$ cat src/rtl/mlp_layer_sequencer.sv
// mlp_layer_sequencer: releases N MLP layers from reset one at a time, in order.
// Each layer runs until its done rises. A per-layer watchdog, abort, a one-deep
// queued start and a saturating latency counter are included.
module mlp_layer_sequencer #(
  parameter int NUM_LAYERS     = 2,
  parameter int TIMEOUT_CYCLES = 1024,
  parameter int CNT_W          = 16,
  parameter int LW             = $clog2(NUM_LAYERS)
) (
  input  logic                  clk_x70,
  input  logic                  reset_x70,
  input  logic                  start_x70,
  input  logic                  abort_x70,
  input  logic [NUM_LAYERS-1:0] layer_done_x70,
  output logic [NUM_LAYERS-1:0] layer_reset_x70,
  output logic [LW-1:0]         active_layer_x70,
  output logic                  busy_x70,
  output logic                  done_x70,
  output logic                  error_x70,
  output logic [CNT_W-1:0]      cycle_count_x70
);

  typedef enum logic [2:0] {
    S_IDLE   = 3'd0,
    S_LAUNCH = 3'd1,
    S_RUN    = 3'd2,
    S_FINISH = 3'd3,
    S_FAULT  = 3'd4
  } state_t;

  state_t                r_state;
  logic [NUM_LAYERS-1:0] r_layer_reset;
  logic [LW-1:0]         r_active;
  logic                  r_busy;
  logic                  r_done;
  logic                  r_error;
  logic [CNT_W-1:0]      r_cycle_count;
  logic                  r_pending;
  logic [CNT_W-1:0]      r_timer;
  logic [CNT_W-1:0]      r_running;
  logic                  r_start_q;
  logic [NUM_LAYERS-1:0] r_done_q;

  logic                  w_start_rise;
  logic                  w_done_rise;
  logic                  w_last;
  logic                  w_timeout;
  logic [CNT_W-1:0]      w_running_inc;
  logic [NUM_LAYERS-1:0] w_release_mask;

  // Only the active layer's done edge matters; a level already high at release
  // is not an edge because the history register has already seen it.
  assign w_start_rise   = start_x70 & ~r_start_q;
  assign w_done_rise    = layer_done_x70[r_active] & ~r_done_q[r_active];
  assign w_last         = (r_active == LW'(NUM_LAYERS - 1));
  assign w_timeout      = (r_timer == CNT_W'(TIMEOUT_CYCLES - 1));
  assign w_running_inc  = (&r_running) ? r_running : r_running + 1'b1;
  assign w_release_mask = ~(NUM_LAYERS'(1) << r_active);

  // Sequencer FSM with all outputs registered alongside the state.
  always_ff @(posedge clk_x70 or posedge reset_x70) begin
    if (reset_x70) begin
      r_state       <= S_IDLE;
      r_layer_reset <= '1;
      r_active      <= '0;
      r_busy        <= 1'b0;
      r_done        <= 1'b0;
      r_error       <= 1'b0;
      r_cycle_count <= '0;
      r_pending     <= 1'b0;
      r_timer       <= '0;
      r_running     <= '0;
      r_start_q     <= 1'b0;
      r_done_q      <= '0;
    end else begin
      r_start_q <= start_x70;
      r_done_q  <= layer_done_x70;
      r_done    <= 1'b0;
      if (abort_x70) begin
        // Abort wins over everything; error and last latency are kept.
        r_state       <= S_IDLE;
        r_layer_reset <= '1;
        r_busy        <= 1'b0;
        r_pending     <= 1'b0;
      end else begin
        case (r_state)
          S_IDLE: begin
            r_layer_reset <= '1;
            r_busy        <= 1'b0;
            if (w_start_rise) begin
              r_state   <= S_LAUNCH;
              r_active  <= '0;
              r_running <= '0;
              r_error   <= 1'b0;
              r_busy    <= 1'b1;
            end
          end
          S_LAUNCH: begin
            r_layer_reset <= w_release_mask;
            r_timer       <= '0;
            r_running     <= w_running_inc;
            r_state       <= S_RUN;
            if (w_start_rise) r_pending <= 1'b1;
          end
          S_RUN: begin
            r_running <= w_running_inc;
            r_timer   <= r_timer + 1'b1;
            if (w_start_rise) r_pending <= 1'b1;
            if (w_done_rise) begin
              r_layer_reset <= '1;
              if (w_last) begin
                r_state       <= S_FINISH;
                r_done        <= 1'b1;
                r_cycle_count <= w_running_inc;
              end else begin
                r_state  <= S_LAUNCH;
                r_active <= r_active + 1'b1;
              end
            end else if (w_timeout) begin
              // A failed inference does not leave a queued start behind.
              r_state       <= S_FAULT;
              r_layer_reset <= '1;
              r_error       <= 1'b1;
              r_busy        <= 1'b0;
              r_pending     <= 1'b0;
            end
          end
          S_FINISH: begin
            r_layer_reset <= '1;
            // A start arriving in this last busy cycle is served like a queued one.
            if (r_pending || w_start_rise) begin
              r_pending <= 1'b0;
              r_state   <= S_LAUNCH;
              r_active  <= '0;
              r_running <= '0;
            end else begin
              r_state <= S_IDLE;
              r_busy  <= 1'b0;
            end
          end
          S_FAULT: begin
            r_layer_reset <= '1;
            r_busy        <= 1'b0;
            if (w_start_rise) begin
              r_state   <= S_LAUNCH;
              r_active  <= '0;
              r_running <= '0;
              r_error   <= 1'b0;
              r_busy    <= 1'b1;
            end
          end
          default: begin
            r_state       <= S_IDLE;
            r_layer_reset <= '1;
            r_busy        <= 1'b0;
          end
        endcase
      end
    end
  end

  assign layer_reset_x70  = r_layer_reset;
  assign active_layer_x70 = r_active;
  assign busy_x70         = r_busy;
  assign done_x70         = r_done;
  assign error_x70        = r_error;
  assign cycle_count_x70  = r_cycle_count;

endmodule

$ cat config.mk
export PLATFORM = sky130hd
export DESIGN_NAME = mlp_layer_sequencer
export DESIGN_NICKNAME = d
export VERILOG_FILES = /design/src/rtl/mlp_layer_sequencer.sv
export SDC_FILE = /design/constraint.sdc
export NUM_CORES = 1
export LEC_CHECK = 0
export CELL_PAD_IN_SITES_DETAIL_PLACEMENT = 1
export CELL_PAD_IN_SITES_GLOBAL_PLACEMENT = 1
export CORE_MARGIN = 4
export CORE_UTILIZATION = 49
export CTS_CLUSTER_DIAMETER = 200
export DETAILED_ROUTE_END_ITERATION = 10
export PLACE_DENSITY_LB_ADDON = 0.3
export SYNTH_ARGS = -nofsm -noshare
export SYNTH_HDL_FRONTEND = slang
export SYNTH_SLANG_ARGS = --single-unit
$ cat constraint.sdc
create_clock -name clk_x70 -period 3.1 [get_ports clk_x70]
set_clock_uncertainty 0.05 [all_clocks]
set_input_delay 0.31 -clock clk_x70 [delete_from_list [all_inputs] [get_ports clk_x70]]
set_output_delay 0.31 -clock clk_x70 [all_outputs]
set_load 0.02 [all_outputs]
run_1/m3.png
(4 px per um)
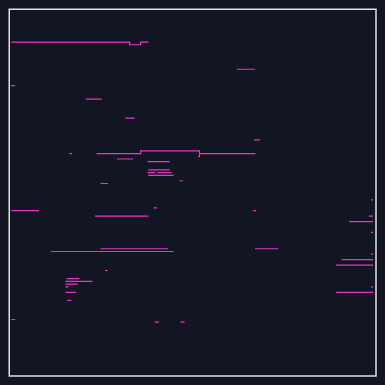
The layer holds 2.6% of the routed length. The layer carries 239 um of wire.

run_1/ff_map.png
(4 px per um) Other sequential cells in the stronger grey, the rest of the logic in the fainter grey.
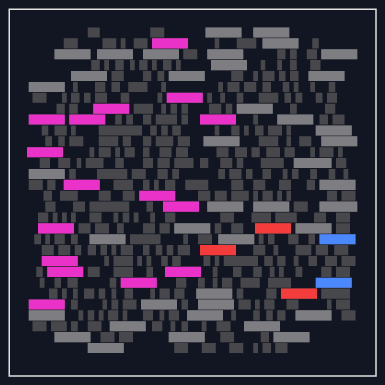
Magenta is r_running, sequential cells 16. Red is r_state, sequential cells 3. Blue is r_done_q, sequential cells 2.
Another 40 sequential cells are not coloured.

==> qor.csv, run 1 <==
metric,value,unit
Hold Path Class,input port to asynchronous set/reset pin,
Top non-seq family,simple AND/OR/NAND/NOR gates,
simple share,24.7,%
status,finished clean,
signal buffers share of area,8.38,%
Top cell excl fill/tap,dfrtp_1,
min cycle time layout,2.36,ns
core area,6760,um2
Sw Share,27.7,%
Max-area cell share,43.4,%
syn_area_per_cell,9.66,um2
combinational power,284,uW
crit-path max FO,17,
worst slack at placement,0.797,ns
register area,1530,um2
initial DRC count,67,
Antenna Violating Nets Remaining,0,
fillers,762,
Clock Power Share,37.3,%
MaxCap Viol Count,0,
initial antenna violation count,0,
nets,383,
P_clk,730,uW
Slew HR,40.0,%
"Adder Share, Synth",0.736,%
placed insts,444,
"Compound Share, Synth",19.2,%
mux share,0.920,%
IO Pins,28,
Critical-path top delay cell,dfrtp_1,
# DRC,0,
Crit Path Class,flip-flop to flip-flop,
Root Driver,clkbuf_8,
FP Core Util,50.3,%
largest net degree at the start of global routing,34,
# diodes,0,
sequential cell area share,39.1,%
ClkCell Share,5.09,%
vias in the first global route,3064,
yosys cell count,352,
Final WS setup,0.743,ns
first drt pass iteration count,4,
CTS sink cnt,61,
sw power,543,uW
port buffer count,27,
gpl congestion,0.817,
most common cell in the netlist,dfrtp_1,
Internal,1.41,mW
# clk buffers,13,
CTS-repair resized insts,0,
CP Cell Sequence,xnor2_1 > nor2_2 > buf_4 > o31ai_1 > a31oi_1,
run_1/route_heat.png
(4 px per um) The die is cut into 18 by 18 equal tiles; black is low, pale yellow is high, scaled to the fullest tile. Values are wire area over tile area, all layers added.
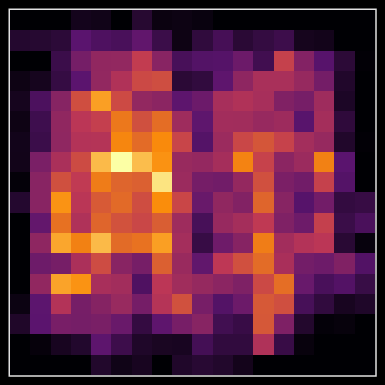
21% of the tiles are over half the peak. The mean over all tiles is 0.17. The fullest tile reaches 0.55. 14% of the tiles are nearly empty.

run_1/sizing.png
(4 px per um)
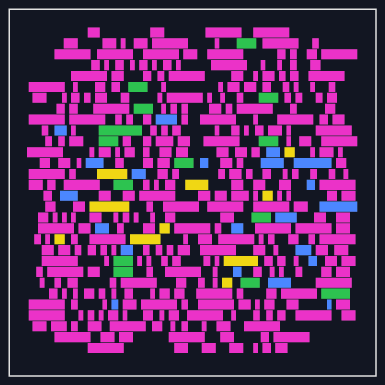
Magenta is x1 and smaller, cells 333, share 88%, most used dfrtp_1. Green is x6 and larger, cells 14, share 3.7%, most used clkbuf_8. Yellow is x3 and x4, cells 10, share 2.6%, most used buf_4. Blue is x2, cells 21, share 5.6%, most used a31o_2.
area delta synth->final: 15.0%
post-route cell area: 3910 um2

run 1: routing by layer:
metal	global-route usage, %	vias up	share of wire [%]
met2	40.6	59	52
met3	3.31	21	2.6
li1	-	1358	-
met1	29.0	1472	43
met5	0	-	0
met4	10.6	0	2.4
run 1: path summary, 6_finish.rpt:
check / end / start / depth (start not counted) / slack (ns)
setup / recovery: r_running[11] / r_state[1] / 5 / 0.74
hold / removal: r_state[0] / reset_x70 / 2 / 0.33
setup reg to reg: r_running[11] / r_state[1] / 5 / 0.74
hold reg to reg: cycle_count_x70[7] / cycle_count_x70[7] / 2 / 0.43
max in group asynchronous: layer_reset_x70[1] / reset_x70 / 3 / 2.00
min in group clk_x70: r_done_q[0] / layer_done_x70[0] / 1 / 0.38
run_1/clock_nets.png
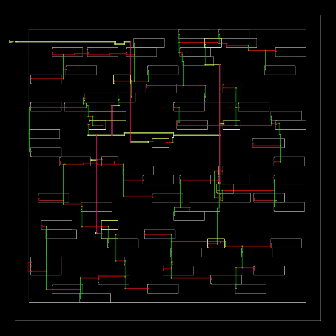

==> run 1 -> run 2 <==
--- a/config.mk
+++ b/config.mk
@@ -8,7 +8,7 @@
 export CELL_PAD_IN_SITES_DETAIL_PLACEMENT = 1
 export CELL_PAD_IN_SITES_GLOBAL_PLACEMENT = 1
 export CORE_MARGIN = 4
-export CORE_UTILIZATION = 49
+export CORE_UTILIZATION = 41
 export CTS_CLUSTER_DIAMETER = 200
 export DETAILED_ROUTE_END_ITERATION = 10
 export PLACE_DENSITY_LB_ADDON = 0.3
==> constraint.sdc (replaced) <==
create_clock -name clk_x70 -period 2.15 [get_ports clk_x70]
set_clock_uncertainty 0.05 [all_clocks]
set_input_delay 0.215 -clock clk_x70 [delete_from_list [all_inputs] [get_ports clk_x70]]
set_output_delay 0.215 -clock clk_x70 [all_outputs]
set_load 0.02 [all_outputs]
run_2/clock_nets.png
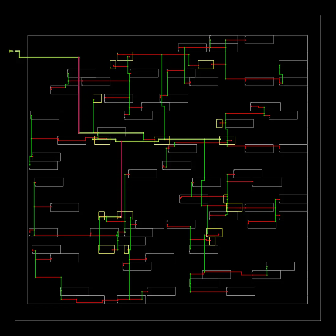
Latency at later pin: 0.34 ns
CTS sink cnt: 61

==> run 2 against run 1 <==
Net effect: via count shrank 0.21%; power grew 35%; synthesized cell count is the same; area after synthesis is the same; sequential power grew 44%; final area grew 3.4%; largest power group unchanged.
==> qor.csv, run 2 <==
metric,value,unit,change
Slew HR,60.2,%,+20 points
P_clk,875,uW,+20%
core area,7890,um2,+17%
syn_area_per_cell,9.66,um2,unchanged
largest net degree at the start of global routing,47,,+38%
status,finished clean,,
Internal,1.84,mW,+30%
Hold Path Class,input port to asynchronous set/reset pin,,
post-route cell area,4040,um2,+3.4%
ClkCell Share,3.93,%,-1.2 points
cells on worst reg2reg path,5,,unchanged
first drt pass iteration count,4,,unchanged
Root Driver,clkbuf_8,,
combinational power,419,uW,+48%
initial DRC count,123,,+84%
# diodes,0,,unchanged
Crit. path cell count,5,,unchanged
Antenna Violating Nets Remaining,0,,unchanged
Critical Path Source,r_running[1],,
FP Core Util,43.1,%,-7.2 points
sw power,810,uW,+49%
Top cell excl fill/tap,dfrtp_1,,
reg2reg start,r_running[1],,
nets,398,,+3.9%
yosys cell count,352,,unchanged
R2R Setup Slk,0.14,ns,-0.61 ns
fillers,905,,+19%
CTS-repair resized insts,0,,unchanged
CP Cell Sequence,ha_1 > nand3_2 > or4_1 > a31oi_1 > a31oi_1,,
MaxCap Viol Count,0,,unchanged
Crit Path Class,flip-flop to flip-flop,,
Clock Power Share,33.0,%,-4.3 points
register area,1530,um2,unchanged
initial antenna violation count,0,,unchanged
Max-area cell share,43.4,%,unchanged
crit-path max FO,7,,-10
# DRC,0,,unchanged
placed insts,481,,+8.3%
r2r endpoint,r_running[3],,
[run 2: cell counts after synthesis]
No cell type changed its count.
[run 2: worst register-to-register path: stages, from the launching register on]
cell,delay (ns)
dfrtp_1,0.43
ha_1,0.30
nand3_2,0.23
or4_1,0.61
a31oi_1,0.19
a31oi_1,0.07
[run 2: cells by family (layout without fill, tap and decap cells)]
family,after synthesis,count (layout),synth area share [%]
mux,3,3,0.920
simple gates,143,143,24.7
flops,61,61,45.0
compound gates,91,91,19.2
fa+ha+maj,2,2,0.736
xor+xnor,15,15,4.08
buf+inv,37,80,5.41
[run 2: layer usage]
layer / GRT usage [%] / share of wire, %
met1: 25.0 / 46
met2: 33.3 / 51
met4: 6.93 / 0.72
met5: 0 / 0
met3: 3.18 / 2.1
run_2/sizing.png
(4 px per um)
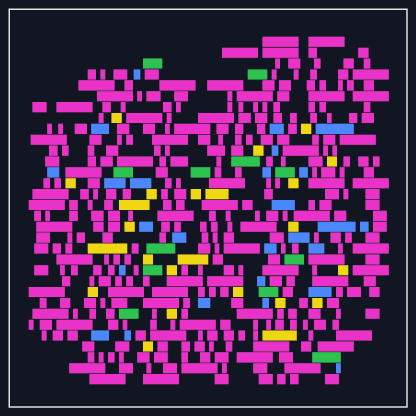

==> run 2 -> run 3 <==
--- a/config.mk
+++ b/config.mk
@@ -8,7 +8,7 @@
 export CELL_PAD_IN_SITES_DETAIL_PLACEMENT = 1
 export CELL_PAD_IN_SITES_GLOBAL_PLACEMENT = 1
 export CORE_MARGIN = 4
-export CORE_UTILIZATION = 41
+export CORE_UTILIZATION = 45
 export CTS_CLUSTER_DIAMETER = 200
 export DETAILED_ROUTE_END_ITERATION = 10
 export PLACE_DENSITY_LB_ADDON = 0.3
==> constraint.sdc (replaced) <==
create_clock -name clk_x70 -period 1.9 [get_ports clk_x70]
set_clock_uncertainty 0.05 [all_clocks]
set_input_delay 0.19 -clock clk_x70 [delete_from_list [all_inputs] [get_ports clk_x70]]
set_output_delay 0.19 -clock clk_x70 [all_outputs]
set_load 0.02 [all_outputs]
run_3/sizing.png
(4 px per um)
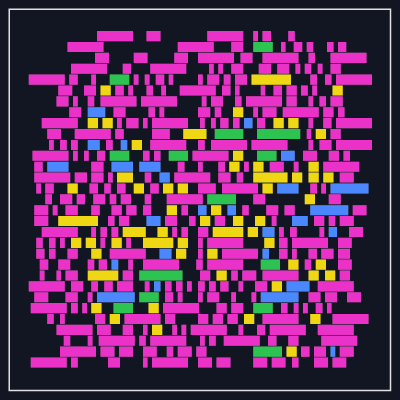
Green is x6 and larger, cells 14, share 3.3%, most used clkbuf_8. Yellow is x3 and x4, cells 59, share 14%, most used buf_4. Blue is x2, cells 26, share 6.1%, most used clkinv_2. Magenta is x1 and smaller, cells 329, share 77%, most used dfrtp_1.

==> run 3 against run 2 <==
Net effect: clock-buffer cell count did not move; wire length up 14%; critical path type unchanged; sequential share of layout area decreased by 2.8 points; maximum frequency rose by 8.1%; via count is 8.2% higher; global-route usage up 4.7 points.
==> qor.csv, run 3 <==
metric,value,unit,change
Crit Path Class,flip-flop to flip-flop,,
crit-path max FO,4,,-3
Async SR Flop Fraction,100,%,
# clk buffers,11,,
Non-Filler Instances,527,,
simple share,24.7,%,unchanged
via count,3142,,
fillers,834,,-7.8%
Slew HR,66.9,%,+6.8 points
ys flop type,dfrtp_1,,
count of non-CTS inverters in the layout,16,,
syn_area_per_cell,9.66,um2,unchanged
Root Driver,clkbuf_8,,
Sw Share,28.8,%,
first drt pass iteration count,4,,unchanged
yosys cell count,352,,unchanged
Worst EP arrival,2.08,ns,
area delta synth->final,28.7,%,
Tap Count,99,,
status,finished clean,,
# diodes,0,,unchanged
Commonest cells post-synth,"59 x dfrtp_1, 29 x nand2_1, 27 x nor2_1",,
Critical-path top delay cell,or4_1,,
Antenna Violating Nets Remaining,0,,unchanged
MaxCap Viol Count,0,,unchanged
overall routed net length,10300,um,
pwr/cell area,772,nW/um2,
"Compound Share, Synth",19.2,%,unchanged
IO Pins,28,,
placed insts,510,,+6.0%
nets,431,,+8.3%
combinational power,574,uW,+37%
ClkCell Share,4.72,%,+0.79 points
"Adder Share, Synth",0.736,%,unchanged
Internal,2.41,mW,+31%
Top pwr grp,registers,,
Setup Buffers After CTS,0,,
Top cell excl fill/tap,dfrtp_1,,
Clock Power Share,37.6,%,+4.6 points
xor+xnor area frac,4.08,%,unchanged
initial antenna violation count,0,,unchanged
initial DRC count,191,,+55%
Area after DPL,4110,um2,
Critical Path Source,r_timer[1],,
worst slack at placement,-0.0990,ns,
CP Cell Sequence,ha_1 > and3_1 > nand3_1 > or4_1 > a21oi_1,,
Crit. path cell count,5,,unchanged
Logic Gate Count,254,,
Top non-seq family,simple AND/OR/NAND/NOR gates,,
most common cell in the netlist,dfrtp_1,,
sw power,975,uW,+20%
Hold Path Class,input port to flip-flop,,
Latency at later pin,0.35,ns,about the same
cts hold-fix bufs,1,,
mux share,0.920,%,unchanged
cells on worst reg2reg path,5,,unchanged
Max-area cell share,43.4,%,unchanged
reg2reg start,r_timer[1],,
post-route cell area,4380,um2,+8.3%
# DRC,0,,unchanged
fmax,537,MHz,
FP Core Util,46.6,%,+3.5 points
Final Util,60.0,%,
r2r endpoint,r_timer[12],,
Final WS setup,0.0361,ns,
ys flops,61,,
register area,1530,um2,+0.16%
core area,7290,um2,-7.6%
R2R Setup Slk,0.04,ns,-0.10 ns
min cycle time layout,1.86,ns,
P_clk,1.27,mW,+45%
largest net degree at the start of global routing,44,,-6.4%
port buffer count,27,,
CTS sink cnt,61,,unchanged
CTS-repair resized insts,0,,unchanged
Seq. pwr,1.53,mW,
run 3: cell counts after synthesis:
Identical to the previous run, type by type.
run 3: routing by layer:
| metal | up-vias | global-route usage, % | share of wire (%) |
|---|---|---|---|
| met2 | 65 | 43.5 | 54 |
| met4 | 0 | 8.89 | 1.9 |
| met1 | 1602 | 28.3 | 40 |
| met3 | 18 | 4.86 | 3.6 |
| li1 | 1457 | - | - |
| met5 | - | 0 | 0 |
run 3: how the worst min path moves through the flow:
stage | startpoint | end | cells after the start
after floorplan | layer_done_x70[0] | r_done_q[0] | 0
after global placement | reset_x70 | busy_x70 | 2
after detailed placement | reset_x70 | busy_x70 | 2
after CTS | layer_done_x70[0] | r_done_q[0] | 1
after global routing | layer_done_x70[0] | r_done_q[0] | 1
final | layer_done_x70[0] | r_done_q[0] | 1
Power is estimated from default activity; no workload was simulated.
